==> src/rtl/array_update_pkg.sv <==
// Shared types and helpers for the flow-controlled array-update pipeline.
// Package-level types use the default configuration. Parametrised instances rebuild the same shapes locally.
package array_update_pkg;

  localparam int unsigned ELEM_W_DEF    = 33;
  localparam int unsigned NUM_ELEMS_DEF = 4;
  localparam int unsigned IDX_W_DEF     = 32;

  // Stage-0 payload at the default widths
  typedef struct packed {
    logic [NUM_ELEMS_DEF*ELEM_W_DEF-1:0] arr;
    logic [IDX_W_DEF-1:0]                idx;
    logic [ELEM_W_DEF-1:0]               val;
    logic                                en;
  } p0_payload_t;

  localparam logic [IDX_W_DEF-1:0] OOB_LIMIT_DEF = IDX_W_DEF'(NUM_ELEMS_DEF);

  function automatic int unsigned elem_slice(input int unsigned i, input int unsigned elem_w);
    return i * elem_w;
  endfunction

  // The index compare must be wide enough for both the full index and NUM_ELEMS itself
  function automatic int unsigned cmp_width(input int unsigned idx_w, input int unsigned num_elems);
    int unsigned need;
    need = $clog2(num_elems + 1);
    return (idx_w > need) ? idx_w : need;
  endfunction

endpackage

==> src/rtl/array_update_comb.sv <==
// Combinational single-element array update with out-of-bounds flag.
module array_update_comb
  import array_update_pkg::*;
#(
  parameter int unsigned ELEM_W    = ELEM_W_DEF,
  parameter int unsigned NUM_ELEMS = NUM_ELEMS_DEF,
  parameter int unsigned IDX_W     = IDX_W_DEF
) (
  input  logic [NUM_ELEMS*ELEM_W-1:0] arr,
  input  logic [IDX_W-1:0]            idx,
  input  logic [ELEM_W-1:0]           val,
  input  logic                        en,
  output logic [NUM_ELEMS*ELEM_W-1:0] upd_arr_c,
  output logic                        oob_c
);

  localparam int unsigned      CMP_W     = cmp_width(IDX_W, NUM_ELEMS);
  localparam logic [CMP_W-1:0] OOB_LIMIT = CMP_W'(NUM_ELEMS);

  logic [CMP_W-1:0] idx_ext;

  assign idx_ext = CMP_W'(idx);

  // Out-of-range indices match no element, so the array passes through untouched
  always_comb begin
    upd_arr_c = arr;
    for (int unsigned i = 0; i < NUM_ELEMS; i++) begin
      if (en && (idx_ext == CMP_W'(i))) begin
        upd_arr_c[elem_slice(i, ELEM_W) +: ELEM_W] = val;
      end
    end
  end

  assign oob_c = en && (idx_ext >= OOB_LIMIT);

endmodule

==> src/rtl/array_update_pipe.sv <==
// Two-stage valid/ready array-update pipeline.
// Stage 0 captures the request, and stage 1 registers the updated array and the oob flag.
module array_update_pipe
  import array_update_pkg::*;
#(
  parameter int unsigned ELEM_W     = ELEM_W_DEF,
  parameter int unsigned NUM_ELEMS  = NUM_ELEMS_DEF,
  parameter int unsigned IDX_W      = IDX_W_DEF,
  parameter int unsigned RESET_DATA = 0
) (
  input  logic                        clk,
  input  logic                        rst_n,
  input  logic                        in_valid,
  output logic                        in_ready,
  input  logic [NUM_ELEMS*ELEM_W-1:0] in_arr,
  input  logic [IDX_W-1:0]            in_idx,
  input  logic [ELEM_W-1:0]           in_val,
  input  logic                        in_en,
  output logic                        out_valid,
  input  logic                        out_ready,
  output logic [NUM_ELEMS*ELEM_W-1:0] out_arr,
  output logic                        out_oob
);

  localparam int unsigned ARR_W = NUM_ELEMS * ELEM_W;

  typedef struct packed {
    logic [ARR_W-1:0]  arr;
    logic [IDX_W-1:0]  idx;
    logic [ELEM_W-1:0] val;
    logic              en;
  } p0_t;

  p0_t              in_pl_c;
  p0_t              p0_q, p0_d;
  logic             p0_valid_q, p0_valid_d;
  logic             p1_valid_q, p1_valid_d;
  logic [ARR_W-1:0] p1_arr_q, p1_arr_d;
  logic             p1_oob_q, p1_oob_d;
  logic [ARR_W-1:0] upd_arr_c;
  logic             oob_c;
  logic             en0_c, en1_c, accept_c, load1_c;

  array_update_comb #(
    .ELEM_W    (ELEM_W),
    .NUM_ELEMS (NUM_ELEMS),
    .IDX_W     (IDX_W)
  ) u_comb (
    .arr       (p0_q.arr),
    .idx       (p0_q.idx),
    .val       (p0_q.val),
    .en        (p0_q.en),
    .upd_arr_c (upd_arr_c),
    .oob_c     (oob_c)
  );

  // Per-stage enables. Bubbles collapse, and stalled stages hold their data.
  always_comb begin
    en1_c       = !p1_valid_q || out_ready;
    en0_c       = !p0_valid_q || en1_c;
    accept_c    = in_valid && en0_c;
    load1_c     = en1_c && p0_valid_q;

    in_pl_c.arr = in_arr;
    in_pl_c.idx = in_idx;
    in_pl_c.val = in_val;
    in_pl_c.en  = in_en;

    p0_valid_d  = accept_c ? 1'b1 : (en1_c ? 1'b0 : p0_valid_q);
    p1_valid_d  = en1_c ? p0_valid_q : p1_valid_q;
    p0_d        = accept_c ? in_pl_c : p0_q;
    p1_arr_d    = load1_c ? upd_arr_c : p1_arr_q;
    p1_oob_d    = load1_c ? oob_c : p1_oob_q;
  end

  always_ff @(posedge clk or negedge rst_n) begin
    if (!rst_n) begin
      p0_valid_q <= 1'b0;
      p1_valid_q <= 1'b0;
    end else begin
      p0_valid_q <= p0_valid_d;
      p1_valid_q <= p1_valid_d;
    end
  end

  if (RESET_DATA != 0) begin : g_data_rst
    always_ff @(posedge clk or negedge rst_n) begin
      if (!rst_n) begin
        p0_q     <= '0;
        p1_arr_q <= '0;
        p1_oob_q <= 1'b0;
      end else begin
        p0_q     <= p0_d;
        p1_arr_q <= p1_arr_d;
        p1_oob_q <= p1_oob_d;
      end
    end
  end else begin : g_data_norst
    always_ff @(posedge clk) begin
      p0_q     <= p0_d;
      p1_arr_q <= p1_arr_d;
      p1_oob_q <= p1_oob_d;
    end
  end

  assign in_ready  = en0_c;
  assign out_valid = p1_valid_q;
  assign out_arr   = p1_arr_q;
  assign out_oob   = p1_oob_q;

endmodule

==> config.mk <==
export PLATFORM = sky130hd
export DESIGN_NAME = array_update_pipe
export DESIGN_NICKNAME = d
export VERILOG_FILES = /design/src/rtl/array_update_pkg.sv /design/src/rtl/array_update_comb.sv /design/src/rtl/array_update_pipe.sv
export SDC_FILE = /design/constraint.sdc
export NUM_CORES = 1
export LEC_CHECK = 0
export ABC_AREA = 1
export CELL_PAD_IN_SITES_DETAIL_PLACEMENT = 0
export CELL_PAD_IN_SITES_GLOBAL_PLACEMENT = 2
export CORE_MARGIN = 1.5
export CORE_UTILIZATION = 32
export CTS_CLUSTER_DIAMETER = 40
export DETAILED_ROUTE_END_ITERATION = 16
export GPL_ROUTABILITY_DRIVEN = 1
export PLACE_DENSITY_LB_ADDON = 0.1
export SLEW_MARGIN = 20
export SYNTH_ARGS = -nofsm -noshare
export SYNTH_HDL_FRONTEND = slang
export SYNTH_HIERARCHICAL = 1
export SYNTH_SLANG_ARGS = --single-unit
==> constraint.sdc <==
create_clock -name clk -period 10.5 [get_ports clk]
set_clock_uncertainty 0.1 [all_clocks]
set_input_delay 1.575 -clock clk [delete_from_list [all_inputs] [get_ports clk]]
set_output_delay 1.575 -clock clk [all_outputs]
set_load 0.01 [all_outputs]
**Sequential cells coloured by netlist name**

The bar under the picture is 50 um long. Other sequential cells in the stronger grey, the rest of the logic in the fainter grey.
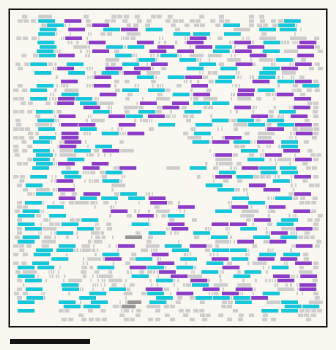
colour	signal	flops	where
cyan	`p0_q`	198	all over the die
purple	`out_arr`	132	all over the die
not coloured	3

**Cell density map**

The die is cut into 20 by 20 equal tiles; white is low, dark blue is high, 0 to 100% covered.
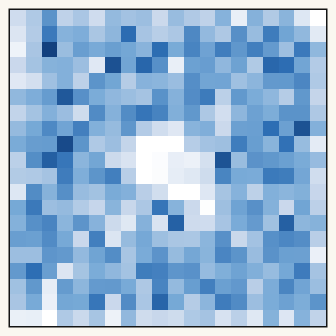
mean over tiles	44%
emptiest ninth of the die	centre
fullest tile	94%
tiles over 75% full	4.0%
nearly empty tiles	3.0%
core box area: 37700 um^2
Finished Core Util: 0.475

**Cell placement**

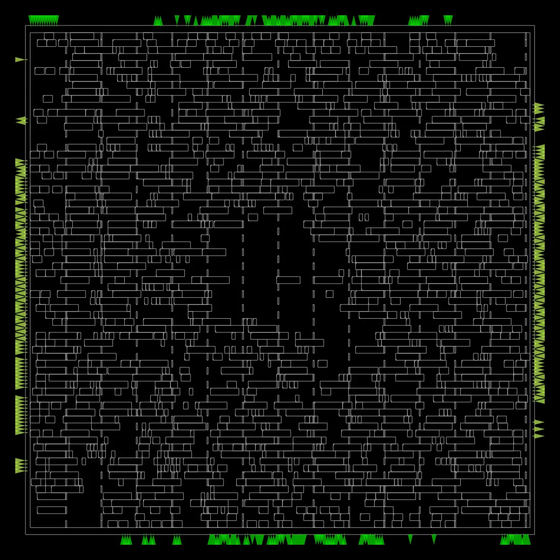
tap cell count: 511
seq_cells: 333

==> impl_metrics.toml <==
# yosys + openroad results
[clock_tree]
clkTransAtPathRegs_ps = 60
cts_tree = "done"

[sta]
whs_ps = 402
grt_setup_unrepaired = "false"
hold_violations = 0
setup_slack_ps = 6080
drv_slew = 0

[job]
warnings = 29

[routing]
drt_drc_violations_left = 0
wl_um = 35000
wl_met1_um = 14400
dr_total_vias = 7817
viasPerCell = 4.44

[placement]
dp.cells = 1663
place_area_um2 = 16100

[power]
sw_frac_of_total = 0.215
maxPowerGroup = "the clock network"
seq_power_share = 0.447
max-vdd-ir-drop_mv = 0.0991

[yosys]
common_cells = "edfxtp_1 (331), nand2_1 (285), nand3_1 (136)"
top_area_cell = "edfxtp_1"
top_logic_kind = "simple AND/OR/NAND/NOR gates"
avgSynthCellArea_um2 = 14.5
synthAoiAreaFrac = 0.000409
synth_area_um2 = 12200
netlist-cell-type-count = 16
yosysWarnings = 6
most_common_cell = "edfxtp_1"

[critical_path]
r2r_end = "p0_q[96]$_DFFE_PP_"
crit_arrival_ps = 2740
startpoint = "out_ready"
critical_path_class = "input port to output pin"
critPathBufInv = 3
worstPathCellList = "clkdlybuf4s50_1 > inv_1 > nand3_2 > clkdlybuf4s50_1"
cp_top_family = "buffers and inverters"
required_ps = 8830
crit_top_cell = "clkdlybuf4s50_1"
path_max_fanout = 3

[run_status]
status = "completed"

[final_layout]
fin_cells = 1761
buffer_area_frac = 0.192
nFillCells = 3399
design_area_um2 = 17900

[worst_hold_path]
hold_depth = 2

[grt]
top_usage_layer = "met2"

[floorplanning]
rows = 71
